## src/rtl/noc_traffic_injector.sv

```systemverilog
`default_nettype none
// ============================================================================
// Module      : noc_traffic_injector
// Description : Per-router packet generator. Descriptors (time, target, size)
//               are queued in a small FIFO. Each descriptor is launched once the
//               free-running cycle counter passes its time. It is then
//               serialised as header, size, timestamp, packet number and payload
//               flits onto a credit-controlled router Local input port.
// Revision    : 1.0 - initial release
// ----------------------------------------------------------------------------
// Ports
//   clock_rx    in   1            injection clock
//   reset       in   1            synchronous, active-high
//   desc_valid  in   1            descriptor offered
//   desc_ready  out  1            descriptor FIFO not full
//   desc_time   in   32           launch once cycle_count > desc_time
//   desc_tgt_x  in   COORD_WIDTH  target x coordinate
//   desc_tgt_y  in   COORD_WIDTH  target y coordinate
//   desc_size   in   SIZE_WIDTH   flits following the size flit
//   tx          out  1            flit valid toward router Local rx
//   data_out    out  FLIT_WIDTH   flit data (zero while tx is low)
//   credit_i    in   1            flit transfers on an edge with tx && credit_i
//   cycle_count out  32           free-running cycle counter
//   pkt_sent    out  16           packets fully transmitted
//   busy        out  1            packet in flight or descriptors queued
// ============================================================================
module noc_traffic_injector #(
  parameter int FLIT_WIDTH  = 32,
  parameter int COORD_WIDTH = 8,
  parameter int SIZE_WIDTH  = 16,
  parameter int DESC_DEPTH  = 4,
  parameter int ROUTER_ID   = 0,
  parameter int POS_X       = 0,
  parameter int POS_Y       = 0
) (
  input  logic                   clock_rx,
  input  logic                   reset,
  input  logic                   desc_valid,
  output logic                   desc_ready,
  input  logic [31:0]            desc_time,
  input  logic [COORD_WIDTH-1:0] desc_tgt_x,
  input  logic [COORD_WIDTH-1:0] desc_tgt_y,
  input  logic [SIZE_WIDTH-1:0]  desc_size,
  output logic                   tx,
  output logic [FLIT_WIDTH-1:0]  data_out,
  input  logic                   credit_i,
  output logic [31:0]            cycle_count,
  output logic [15:0]            pkt_sent,
  output logic                   busy
);

  localparam int                     c_aw            = $clog2(DESC_DEPTH);
  localparam logic [c_aw:0]          c_ptr_one       = (c_aw + 1)'(1);
  localparam logic [COORD_WIDTH-1:0] c_pos_x         = COORD_WIDTH'(POS_X);
  localparam logic [COORD_WIDTH-1:0] c_pos_y         = COORD_WIDTH'(POS_Y);
  localparam logic [63:0]            c_pktnum_base   = 64'(ROUTER_ID) * 64'd10000000;
  localparam logic [SIZE_WIDTH-1:0]  c_min_size      = SIZE_WIDTH'(2);
  localparam logic [SIZE_WIDTH-1:0]  c_first_payload = SIZE_WIDTH'(3);
  localparam logic [SIZE_WIDTH-1:0]  c_size_one      = SIZE_WIDTH'(1);

  typedef enum logic [2:0] {
    S_IDLE    = 3'd0,
    S_HEADER  = 3'd1,
    S_SIZE    = 3'd2,
    S_STAMP   = 3'd3,
    S_PKTNUM  = 3'd4,
    S_PAYLOAD = 3'd5
  } state_t;

  state_t r_state;
  state_t w_next_state;

  // Descriptor FIFO storage and pointers (extra MSB distinguishes full/empty)
  logic [31:0]            r_fifo_time [DESC_DEPTH];
  logic [COORD_WIDTH-1:0] r_fifo_x    [DESC_DEPTH];
  logic [COORD_WIDTH-1:0] r_fifo_y    [DESC_DEPTH];
  logic [SIZE_WIDTH-1:0]  r_fifo_size [DESC_DEPTH];
  logic [c_aw:0]          r_wr_ptr;
  logic [c_aw:0]          r_rd_ptr;

  logic                   w_empty;
  logic                   w_full;
  logic                   w_push;
  logic                   w_pop;
  logic                   w_launch;
  logic                   w_pkt_done;
  logic [31:0]            w_head_time;
  logic [COORD_WIDTH-1:0] w_head_x;
  logic [COORD_WIDTH-1:0] w_head_y;
  logic [SIZE_WIDTH-1:0]  w_head_size;

  // Working registers for the packet in flight
  logic [31:0]            r_cycle_count;
  logic [15:0]            r_pkt_sent;
  logic [31:0]            r_time;
  logic [COORD_WIDTH-1:0] r_tgt_x;
  logic [COORD_WIDTH-1:0] r_tgt_y;
  logic [SIZE_WIDTH-1:0]  r_eff_size;
  logic [31:0]            r_stamp;
  logic [SIZE_WIDTH-1:0]  r_pay_idx;

  assign w_empty     = (r_wr_ptr == r_rd_ptr);
  assign w_full      = (r_wr_ptr[c_aw] != r_rd_ptr[c_aw]) &&
                       (r_wr_ptr[c_aw-1:0] == r_rd_ptr[c_aw-1:0]);
  assign w_push      = desc_valid && !w_full;
  assign w_head_time = r_fifo_time[r_rd_ptr[c_aw-1:0]];
  assign w_head_x    = r_fifo_x[r_rd_ptr[c_aw-1:0]];
  assign w_head_y    = r_fifo_y[r_rd_ptr[c_aw-1:0]];
  assign w_head_size = r_fifo_size[r_rd_ptr[c_aw-1:0]];

  // Only the head is considered; a future-dated head blocks everything behind it.
  assign w_launch    = !w_empty && (r_cycle_count > w_head_time);

  assign desc_ready  = !w_full;
  assign cycle_count = r_cycle_count;
  assign pkt_sent    = r_pkt_sent;
  assign busy        = (r_state != S_IDLE) || !w_empty;

  always_ff @(posedge clock_rx) begin
    if (reset) begin
      r_wr_ptr <= '0;
      r_rd_ptr <= '0;
    end else begin
      if (w_push) r_wr_ptr <= r_wr_ptr + c_ptr_one;
      if (w_pop)  r_rd_ptr <= r_rd_ptr + c_ptr_one;
    end
  end

  always_ff @(posedge clock_rx) begin
    if (w_push) begin
      r_fifo_time[r_wr_ptr[c_aw-1:0]] <= desc_time;
      r_fifo_x[r_wr_ptr[c_aw-1:0]]    <= desc_tgt_x;
      r_fifo_y[r_wr_ptr[c_aw-1:0]]    <= desc_tgt_y;
      r_fifo_size[r_wr_ptr[c_aw-1:0]] <= desc_size;
    end
  end

  // FSM state register
  always_ff @(posedge clock_rx) begin
    if (reset) r_state <= S_IDLE;
    else       r_state <= w_next_state;
  end

  // FSM next state and flit outputs; IDLE always drives tx=0, data_out=0.
  always_comb begin
    w_next_state = r_state;
    w_pop        = 1'b0;
    w_pkt_done   = 1'b0;
    tx           = 1'b0;
    data_out     = '0;
    case (r_state)
      S_IDLE: begin
        if (w_launch) begin
          w_pop        = 1'b1;
          w_next_state = S_HEADER;
        end
      end
      S_HEADER: begin
        tx       = 1'b1;
        data_out = FLIT_WIDTH'({c_pos_x, c_pos_y, r_tgt_x, r_tgt_y});
        if (credit_i) w_next_state = S_SIZE;
      end
      S_SIZE: begin
        tx       = 1'b1;
        data_out = FLIT_WIDTH'(r_eff_size);
        if (credit_i) w_next_state = S_STAMP;
      end
      S_STAMP: begin
        tx       = 1'b1;
        data_out = FLIT_WIDTH'(r_stamp);
        if (credit_i) w_next_state = S_PKTNUM;
      end
      S_PKTNUM: begin
        tx       = 1'b1;
        data_out = FLIT_WIDTH'(c_pktnum_base + 64'(r_time));
        if (credit_i) begin
          if (r_eff_size == c_min_size) begin
            w_next_state = S_IDLE;
            w_pkt_done   = 1'b1;
          end else begin
            w_next_state = S_PAYLOAD;
          end
        end
      end
      S_PAYLOAD: begin
        tx       = 1'b1;
        data_out = FLIT_WIDTH'(r_pay_idx);
        if (credit_i && (r_pay_idx == r_eff_size)) begin
          w_next_state = S_IDLE;
          w_pkt_done   = 1'b1;
        end
      end
      default: w_next_state = S_IDLE;
    endcase
  end

  always_ff @(posedge clock_rx) begin
    if (reset) begin
      r_cycle_count <= '0;
      r_pkt_sent    <= '0;
    end else begin
      r_cycle_count <= r_cycle_count + 32'd1;
      if (w_pkt_done) r_pkt_sent <= r_pkt_sent + 16'd1;
    end
  end

  always_ff @(posedge clock_rx) begin
    if (w_pop) begin
      r_time     <= w_head_time;
      r_tgt_x    <= w_head_x;
      r_tgt_y    <= w_head_y;
      // Packets always carry at least the timestamp and packet-number flits.
      r_eff_size <= (w_head_size < c_min_size) ? c_min_size : w_head_size;
    end
    // Timestamp is the counter value at the edge that moves SIZE into STAMP.
    if ((r_state == S_SIZE) && credit_i)    r_stamp   <= r_cycle_count;
    // Payload flit values continue the flit index, starting at 3.
    if ((r_state == S_PKTNUM) && credit_i)  r_pay_idx <= c_first_payload;
    if ((r_state == S_PAYLOAD) && credit_i) r_pay_idx <= r_pay_idx + c_size_one;
  end

endmodule
`default_nettype wire

```

## config.mk

```make
export PLATFORM = sky130hd
export DESIGN_NAME = noc_traffic_injector
export DESIGN_NICKNAME = d
export VERILOG_FILES = /design/src/rtl/noc_traffic_injector.sv
export SDC_FILE = /design/constraint.sdc
export NUM_CORES = 1
export LEC_CHECK = 0
export ABC_AREA = 1
export CORE_AREA = 10 10 144 246
export DETAILED_ROUTE_END_ITERATION = 8
export DIE_AREA = 0 0 154 256
export DONT_BUFFER_PORTS = 1
export GPL_TIMING_DRIVEN = 1
export PLACE_DENSITY_LB_ADDON = 0.2
export RECOVER_POWER = 25
export SLEW_MARGIN = 20
export SYNTH_ARGS = -nofsm -noshare
export SYNTH_HDL_FRONTEND = slang
export SYNTH_SLANG_ARGS = --single-unit
```

## constraint.sdc

```tcl
create_clock -name clock_rx -period 12.1 [get_ports clock_rx]
set_input_delay 1.815 -clock clock_rx [delete_from_list [all_inputs] [get_ports clock_rx]]
set_output_delay 1.815 -clock clock_rx [all_outputs]
set_load 0.05 [all_outputs]
```

**M2 wires**

Cells faint in the background.
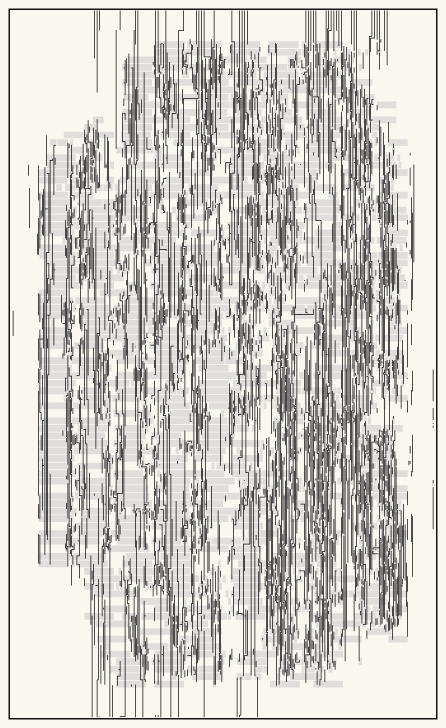
The layer holds 52% of the routed length. The layer carries 23.1 mm of wire.

**Port wiring**

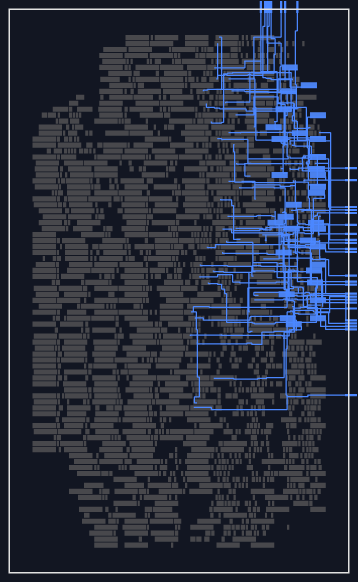
Blue stands for cycle_count, direction output, edge 24 right, 8 top, end cells 32, buffers 3, wire 3680 um.
number of buffers added on ports: 0
IO Count: 151

==> job_summary.md <==
## Implementation flow summary

| Metric | Value |
|---|---|
| Startpoint of the lowest-slack hold path | r_wr_ptr[2]$_SDFFE_PP0P_ |
| Final non-clock buffer share | less than 1% |
| Internal Dissipation | 2.47 mW |
| Clock sinks | 427 |
| Share of total power in sequential cells | 51.0% |
| Max FFs per register | approximately 130 |
| Leakage power | approximately 7.4 nW |
| Share of cell area taken by flip-flops and latches | roughly three fifths |
| Adders+Majority by Area | 2.76% |
| Global-route wire length before repair | 68600 um |
| Top cell by count, worst path | sky130_fd_sc_hd__inv_2 |
| Tot GR Track Use | between 20 and 25% |
| Amount of wire on met3 after detailed routing | 3250 um |
| Chip Area, Yosys | around 19000 um^2 |
| Outcome | completed |
| Total die size | slightly below 40000 um^2 |
| Placement-stage cell area | around 19000 um^2 |
| Proportion of cell area occupied by multi-input gates | between 20 and 30% |
| Post-synth top area share | 59.5% |
| Most frequently placed logic cells in the final layout | sky130_fd_sc_hd__edfxtp_1, sky130_fd_sc_hd__nand2_1, sky130_fd_sc_hd__inv_1 |
| Relative area change from synthesis to final layout | 8.83% |
| Number of logic gates | 1009 |
| Worst setup path class | reg2out |
| Number of gates on the worst path with buffers counted | 6 |
| Met1 capacity usage during global routing | roughly a quarter |
| Post-Syn Area per Cell | between 10 and 15 um^2 |
| Fin nets | 1771 |
| Vias in the first global route | 12100 |
| Diode count | 0 |
| DP HPWL | 31600 um |
| ANT nets after route | 0 |
| Placeable Area | 31300 um^2 |
| Cells on Worst Hold Path | 1 |
| Cell depth of the worst flop-to-flop path | 16 |
| Count of plain and timing-repair buffers | 19 |
| Number of core rows | about 86 |
| Worst setup slack after placement | 7.47 ns |
| Number of warnings the tools reported | 29 |
| Clk pin slew, worst setup/hold paths | 0.07 ns |
| Count of placed standard cells in the final layout, fillers left out | 2084 |
| Dominant flop cell | sky130_fd_sc_hd__edfxtp_1 |
| Share of synthesized registers carrying an async set or reset | 0% |
| Die width | between 150 and 200 um |
| Vias | roughly 12000 |
| Total length of routed wires | 44600 um |
| Number of CTS-inserted buffers | 38 |
| Global routing met2 resource utilization | between 30% and 40% |
| Overflow left after global routing | 0 |
| Quantity of gates resized following cts | 0 |
| Count of state elements after synthesis | between 400 and 500 |
| Met3 usage in global routing | about 5.1% |
Power is estimated from default activity; no workload was simulated.
